==> images/layer_met1.png <==
Scale: 4 px per um.
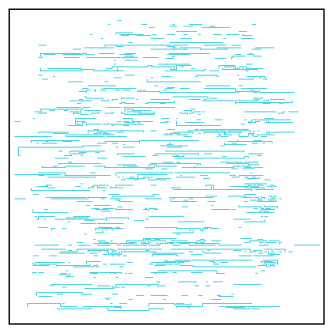
==> images/congestion.png <==
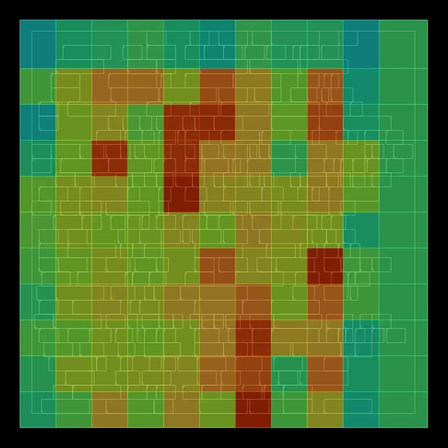
==> images/logic_types.png <==
Scale: 4 px per um.
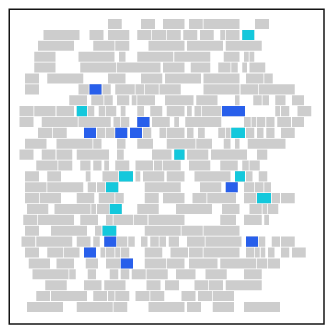
==> images/flops_by_reg.png <==
Scale: 6 px per um. Other sequential cells in the stronger grey, the rest of the logic in the fainter grey.
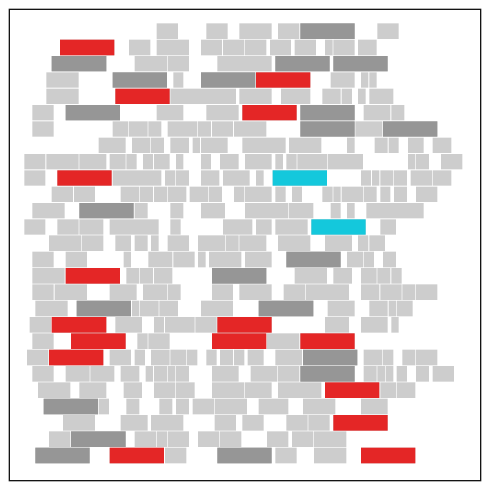
==> images/detail.png <==
Region (46, 46) to (71, 71) um. Cells in grey, sequential cells in the stronger grey; small squares are vias.
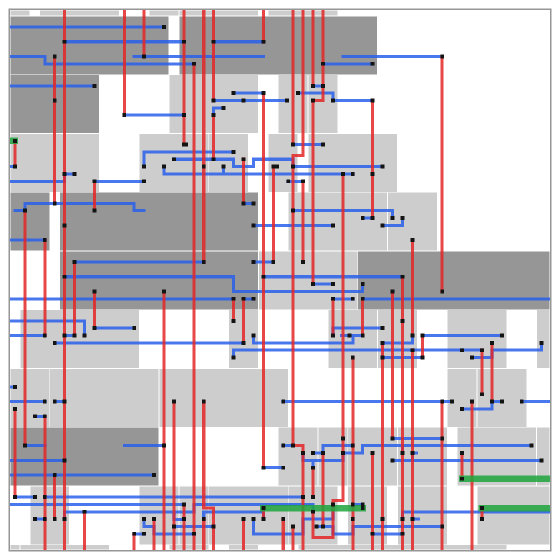
<file path="config.mk">
export PLATFORM = sky130hd
export DESIGN_NAME = adder_gear_ec
export DESIGN_NICKNAME = d
export VERILOG_FILES = /design/src/rtl/adder_gear_ec_pkg.sv /design/src/rtl/adder_gear_window.sv /design/src/rtl/adder_gear_ec.sv
export SDC_FILE = /design/constraint.sdc
export NUM_CORES = 1
export LEC_CHECK = 0
export CAP_MARGIN = 10
export CORE_MARGIN = 2
export CORE_UTILIZATION = 50
export CTS_CLUSTER_DIAMETER = 150
export DETAILED_ROUTE_END_ITERATION = 7
export GPL_TIMING_DRIVEN = 0
export PLACE_DENSITY = 0.78
export SLEW_MARGIN = 0
export SYNTH_ARGS = -nofsm -noshare
export SYNTH_HDL_FRONTEND = slang
export SYNTH_HIERARCHICAL = 1
export SYNTH_SLANG_ARGS = --single-unit
</file>
<file path="constraint.sdc">
create_clock -name i_clk -period 3.9 [get_ports i_clk]
set_input_delay 0.78 -clock i_clk [delete_from_list [all_inputs] [get_ports i_clk]]
set_output_delay 0.78 -clock i_clk [all_outputs]
set_load 0.01 [all_outputs]
</file>
<file path="src/rtl/adder_gear_ec_pkg.sv">
// gear_pkg: shared types and geometry helpers for the error-correcting GeAr adder.
package gear_pkg;

    typedef enum logic {IDLE, BUSY} gear_ec_state_t;

    localparam int STAT_W = 32;

    // Number of windows of L=r+p bits needed to cover n bits in steps of r.
    function automatic int gear_k(input int n, input int r, input int p);
        return (r < 1 || n <= r + p) ? 1 : (n - p - 1) / r + 1;
    endfunction

endpackage

</file>
<file path="src/rtl/adder_gear_window.sv">
// adder_gear_window: one L-bit GeAr window adder with carry-in, plus its carry out of the low R bits.
module adder_gear_window #(
    parameter int R = 4,
    parameter int P = 4,
    localparam int L = R + P
) (
    input  logic [L-1:0] a,
    input  logic [L-1:0] b,
    input  logic         cin,
    output logic [L:0]   w,
    output logic         g
);

    logic [R:0] lo;

    assign w  = {1'b0, a} + {1'b0, b} + (L+1)'(cin);
    assign lo = {1'b0, a[R-1:0]} + {1'b0, b[R-1:0]} + (R+1)'(cin);
    assign g  = lo[R];

endmodule

</file>
<file path="src/rtl/adder_gear_ec.sv">
// adder_gear_ec: GeAr approximate adder with budget-limited iterative carry correction behind valid/ready.
// Define ADDER_GEAR_EC_STATS_EN to add result/correction/inexact statistics counters.
module adder_gear_ec
    import gear_pkg::*;
#(
    parameter int R    = 4,
    parameter int P    = 4,
    parameter int IP_W = 16,
    parameter int OC_W = 16,
    localparam int N    = (IP_W > OC_W) ? IP_W : OC_W,
    localparam int L    = R + P,
    localparam int K    = gear_k(N, R, P),
    localparam int NE   = L + (K - 1) * R,
    localparam int CL_W = ($clog2(K) > 1) ? $clog2(K) : 1
) (
    input  logic            i_clk,
    input  logic            i_rstn,
    input  logic            i_valid,
    output logic            o_ready,
    input  logic [IP_W-1:0] i_p,
    input  logic [OC_W-1:0] i_c,
    input  logic [CL_W-1:0] i_corr_lvl,
    output logic            o_valid,
    input  logic            i_ready,
    output logic [OC_W-1:0] o_c,
    output logic            o_approx,
    output logic [CL_W-1:0] o_ncorr
`ifdef ADDER_GEAR_EC_STATS_EN
    ,
    input  logic              i_stat_clr,
    output logic [STAT_W-1:0] o_stat_ops,
    output logic [STAT_W-1:0] o_stat_corr,
    output logic [STAT_W-1:0] o_stat_inexact
`endif
);

    localparam logic [CL_W-1:0] KM1 = CL_W'(K - 1);

    if (P < 1 || R < 1 || N < L) begin : g_bad_cfg
        $error("adder_gear_ec: requires P>=1, R>=1 and max(IP_W,OC_W)>=R+P");
    end

    gear_ec_state_t  state_q, state_d;
    logic [NE-1:0]   a_q, a_d, b_q, b_d, sum;
    logic [K-1:0]    cin_q, cin_d, g, g_prev, flag, fix;
    logic [CL_W-1:0] cnt_q, cnt_d, lvl_q, lvl_d;
    logic [L:0]      w [K];
    logic            busy, done, cap;

    for (genvar i = 0; i < K; i++) begin : g_win
        adder_gear_window #(.R(R), .P(P)) u_win (
            .a  (a_q[i*R +: L]),
            .b  (b_q[i*R +: L]),
            .cin(cin_q[i]),
            .w  (w[i]),
            .g  (g[i])
        );
        if (i == 0) begin : g_lo
            assign sum[L-1:0] = w[0][L-1:0];
        end else begin : g_hi
            assign sum[i*R+P +: R] = w[i][P +: R];
        end
    end

    // g_prev[j] is the carry window j-1 predicts into window j; bit 0 never flags.
    always_comb begin
        g_prev = '0;
        for (int j = 1; j < K; j++) g_prev[j] = g[j-1];
    end

    assign flag     = g_prev ^ cin_q;
    assign fix      = flag & (~flag + K'(1));
    assign busy     = state_q == BUSY;
    assign done     = (flag == '0) || (cnt_q >= lvl_q);
    assign o_valid  = busy && done;
    assign o_ready  = !busy || (done && i_ready);
    assign cap      = i_valid && o_ready;
    assign o_c      = busy ? sum[OC_W-1:0] : '0;
    assign o_approx = busy && (flag != '0);
    assign o_ncorr  = cnt_q;

    always_comb begin
        state_d = state_q;
        a_d     = a_q;
        b_d     = b_q;
        lvl_d   = lvl_q;
        cin_d   = cin_q;
        cnt_d   = cnt_q;
        if (cap) begin
            state_d = BUSY;
            a_d     = NE'($signed(i_p));
            b_d     = NE'($signed(i_c));
            lvl_d   = (i_corr_lvl > KM1) ? KM1 : i_corr_lvl;
            cin_d   = '0;
            cnt_d   = '0;
        end else if (busy && !done) begin
            cin_d = (cin_q & ~fix) | (g_prev & fix);
            cnt_d = cnt_q + CL_W'(1);
        end else if (busy && i_ready) begin
            state_d = IDLE;
        end
    end

    always_ff @(posedge i_clk or negedge i_rstn) begin
        if (!i_rstn) begin
            state_q <= IDLE;
            a_q     <= '0;
            b_q     <= '0;
            lvl_q   <= '0;
            cin_q   <= '0;
            cnt_q   <= '0;
        end else begin
            state_q <= state_d;
            a_q     <= a_d;
            b_q     <= b_d;
            lvl_q   <= lvl_d;
            cin_q   <= cin_d;
            cnt_q   <= cnt_d;
        end
    end

`ifdef ADDER_GEAR_EC_STATS_EN
    logic [STAT_W-1:0] ops_q, ops_d, corr_q, corr_d, inex_q, inex_d;
    logic [STAT_W:0]   corr_sum;

    always_comb begin
        corr_sum = {1'b0, corr_q} + (STAT_W+1)'(cnt_q);
        ops_d    = ops_q;
        corr_d   = corr_q;
        inex_d   = inex_q;
        if (i_stat_clr) begin
            ops_d  = '0;
            corr_d = '0;
            inex_d = '0;
        end else if (o_valid && i_ready) begin
            ops_d  = (&ops_q) ? ops_q : ops_q + STAT_W'(1);
            corr_d = corr_sum[STAT_W] ? '1 : corr_sum[STAT_W-1:0];
            inex_d = (o_approx && !(&inex_q)) ? inex_q + STAT_W'(1) : inex_q;
        end
    end

    always_ff @(posedge i_clk or negedge i_rstn) begin
        if (!i_rstn) begin
            ops_q  <= '0;
            corr_q <= '0;
            inex_q <= '0;
        end else begin
            ops_q  <= ops_d;
            corr_q <= corr_d;
            inex_q <= inex_d;
        end
    end

    assign o_stat_ops     = ops_q;
    assign o_stat_corr    = corr_q;
    assign o_stat_inexact = inex_q;
`endif

endmodule
</file>
==> impl_metrics.csv <==
group,metric,value,unit
synth,syn_area,0.002761,mm^2
finish,seq_area,975.9,um^2
worst_hold_path,worstHoldPathType,"flop to flop",
timing,fmax,0.2672,GHz
timing,min_period,3.742,ns
worst_setup_path,cp-end-kind,"output pin",
synth,syn_inst,234,
finish,mi_logic_area,0.001727,mm^2
worst_setup_path,critPathArrivalTime,2.96,ns
finish,nFillCells,439,
timing,rsz0062_at_grt,"false",
global_route,grt_max_degree,40,
clock_tree,clkSlewWorstSetupHoldPaths,0.07,ns
worst_setup_path,cp_top_family,"adder cells",
worst_setup_path,crit_slowest_cell,"fa_1",
worst_setup_path,crit_required,3.12,ns
clock_tree,numCtsBuffers,5,
global_route,antenna_found_initial,0,
clock_tree,root_buffer,"clkbuf_8",
timing,fin_skew,0.007510,ns
worst_setup_path,critPathLaunchType,"flop",
global_route,grt_pass1_vias,1968,
detailed_routing,drtIter0Drc,104,
global_route,grt_pass1_wl,9432,um
timing,maxSlewHeadroom,42.73,%
die,ios,59,
die,die-area,0.006133,mm^2
die,fp-row-count,27,
clock_tree,cts_sinks,39,
die,fp.dieH,78.32,um
timing,fin_crit_sh,95.95,%
worst_setup_path,path_max_fanout,3,
timing,setup_viol,0,
worst_setup_path,worstPathCellList,"fa_1 > fa_1 > a21o_1 > a21o_1 > xnor2_2 > nand2_1 > and2_1 > clkdlybuf4s50_1",
clock_tree,htreeDepth,2,
finish,drive_gt1_share,21.19,%
run,warning_count,34,
timing,finalWorstSetupSlack,0.1578,ns
timing,drv_slew,0,
placed_design,dp_hpwl,4472,um
timing,tightest_slew,0.8590,ns
timing,hold_viol,0,
detailed_routing,ant_nets,0,
clock_tree,cts_buffer_depth,2,
die,dieWidth,78.32,um
finish,syn2layout_area_growth,29.95,%
detailed_routing,first_pass_iters,4,
run,max_cap_viol_count,0,
placed_design,place_ws,-0.3010,ns
detailed_routing,vias,1936,
clock_tree,clk_latency,0.30,ns
finish,num_antenna_cells,0,
detailed_routing,route.detailed.drc,0,
die,core_area,0.005405,mm^2
placed_design,io_buffers,58,
detailed_routing,vias_per_cell,5.176,
global_route,grt-ovfl-total,0,
detailed_routing,drt_wl_total,5806,um
timing,holdWs,0.5178,ns
placed_design,gp_congestion,0.8285,
worst_setup_path,path_class,"flop to output pin",
clock_tree,cts_tree,"done",
die,fp_util,51.09,%
synth,ys_warn_count,6,
placed_design,placed_cell_area,0.003427,mm^2
worst_setup_path,cp_num_buf_inv,1,
global_route,grtUsageTotal,20.09,%
detailed_routing,wl_per_cell,15.52,um
clock_tree,cts.hold.buffers_added,0,
synth,syn-num-nets,303,
synth,syn-mean-instance-area,11.80,um^2
status,outcome,"finished, final reports clean",
finish,finalInstanceArea,0.003588,mm^2
worst_setup_path,cp_slowest_stage_delay,0.48,ns
finish,fin_nets,370,
Notes on layer_met1.png above:
nets with wire on the layer = 331
share of all routed wire = 43%

Notes on congestion.png above:
Core Util, Final: 66.39%
GR Layer Usage met1: 24.16%
met3 usage: 4.943%
met2 GRT Util: 35.09%

Notes on logic_types.png above:
blue -> XOR/XNOR gates  # cells 11
cyan -> AND-OR and OR-AND gates  # cells 10

Notes on flops_by_reg.png above:
cyan -> cin_q  # flops 2
red -> a_q  # flops 16

Notes on detail.png above:
blue -> metal 1
green -> metal 3
red -> metal 2
sequential cells in the window = 6
cells with their middle in the window = 40
most frequent = dfrtp_1 (6), a21oi_1 (5), nand2b_1 (4)
netlist names of flops here include = lvl_q (2)

==> sequential cells by signal, indices dropped and copies added, names as in the netlist <==
| register | flops |
|---|---|
| a_q | 16 |
| b_q | 16 |
| busy | 1 |
| cin_q | 2 |
| lvl_q | 2 |
| o_ncorr | 2 |
==> per-layer routing <==
layer  routed length (um)  vias up  global-route usage [%]  part of all wire [%]
met4                  109        0                   7.018                   1.9
li1                     -      970                       -                     -
met1                 2479      917                   24.16                    43
met3                  223        9                   4.943                   3.8
met2                 2994       40                   35.09                    52
met5                    0        -                       0                     0
==> cell type report <==
cell class	count	share of cell area, %
Inverter	10	1.046
Sequential cell	39	27.20
Timing Repair Buffer	60	16.39
Multi-Input combinational cell	179	48.12
Clock buffer	6	2.301
Tap cell	72	2.510
Buffer	6	1.464
Clock inverter	2	0.9763
==> what timing repair did <==
| action | in CTS | in global routing |
|---|---|---|
| pin swaps | 1 | 1 |
| resized | 6 | 3 |
| setup buffers | 1 | 1 |
| endpoints found under the setup margin | 3 | 3 |
| gates cloned | 0 | 0 |
==> placed cells by master (no fill, tap or decap), types with 7 or more instances in the layout <==
cell type	count
a21oi_1	12
ha_1	24
clkdlybuf4s50_1	55
and2_1	17
dfrtp_1	39
nand2_1	7
mux2_4	30
inv_1	10
==> worst paths after layout <==
check	end	from	slack (ns)	cells past startpoint
min in group asynchronous	b_q[11]	i_rstn	0.59	1
min	lvl_q[0]	lvl_q[0]	0.52	2
max in group asynchronous	a_q[1]	i_rstn	2.76	1
max reg2reg	b_q[4]	a_q[4]	0.74	10
min reg2reg	lvl_q[0]	lvl_q[0]	0.52	2
max	o_approx	a_q[4]	0.16	8
==> per-stage QoR <==
step | cells | TNS [ns]
after detailed placement | 364 | -0.3010
after global placement | 364 | -0.2557
after CTS | 373 | 0
final | 374 | 0
after floorplan | 234 | 0
after global routing | 374 | 0
==> worst min-delay path, cell delays in order (launching register included) <==
cell and delay [ns]:
dfrtp_1 0.34, o21ai_0 0.08, o41ai_1 0.06
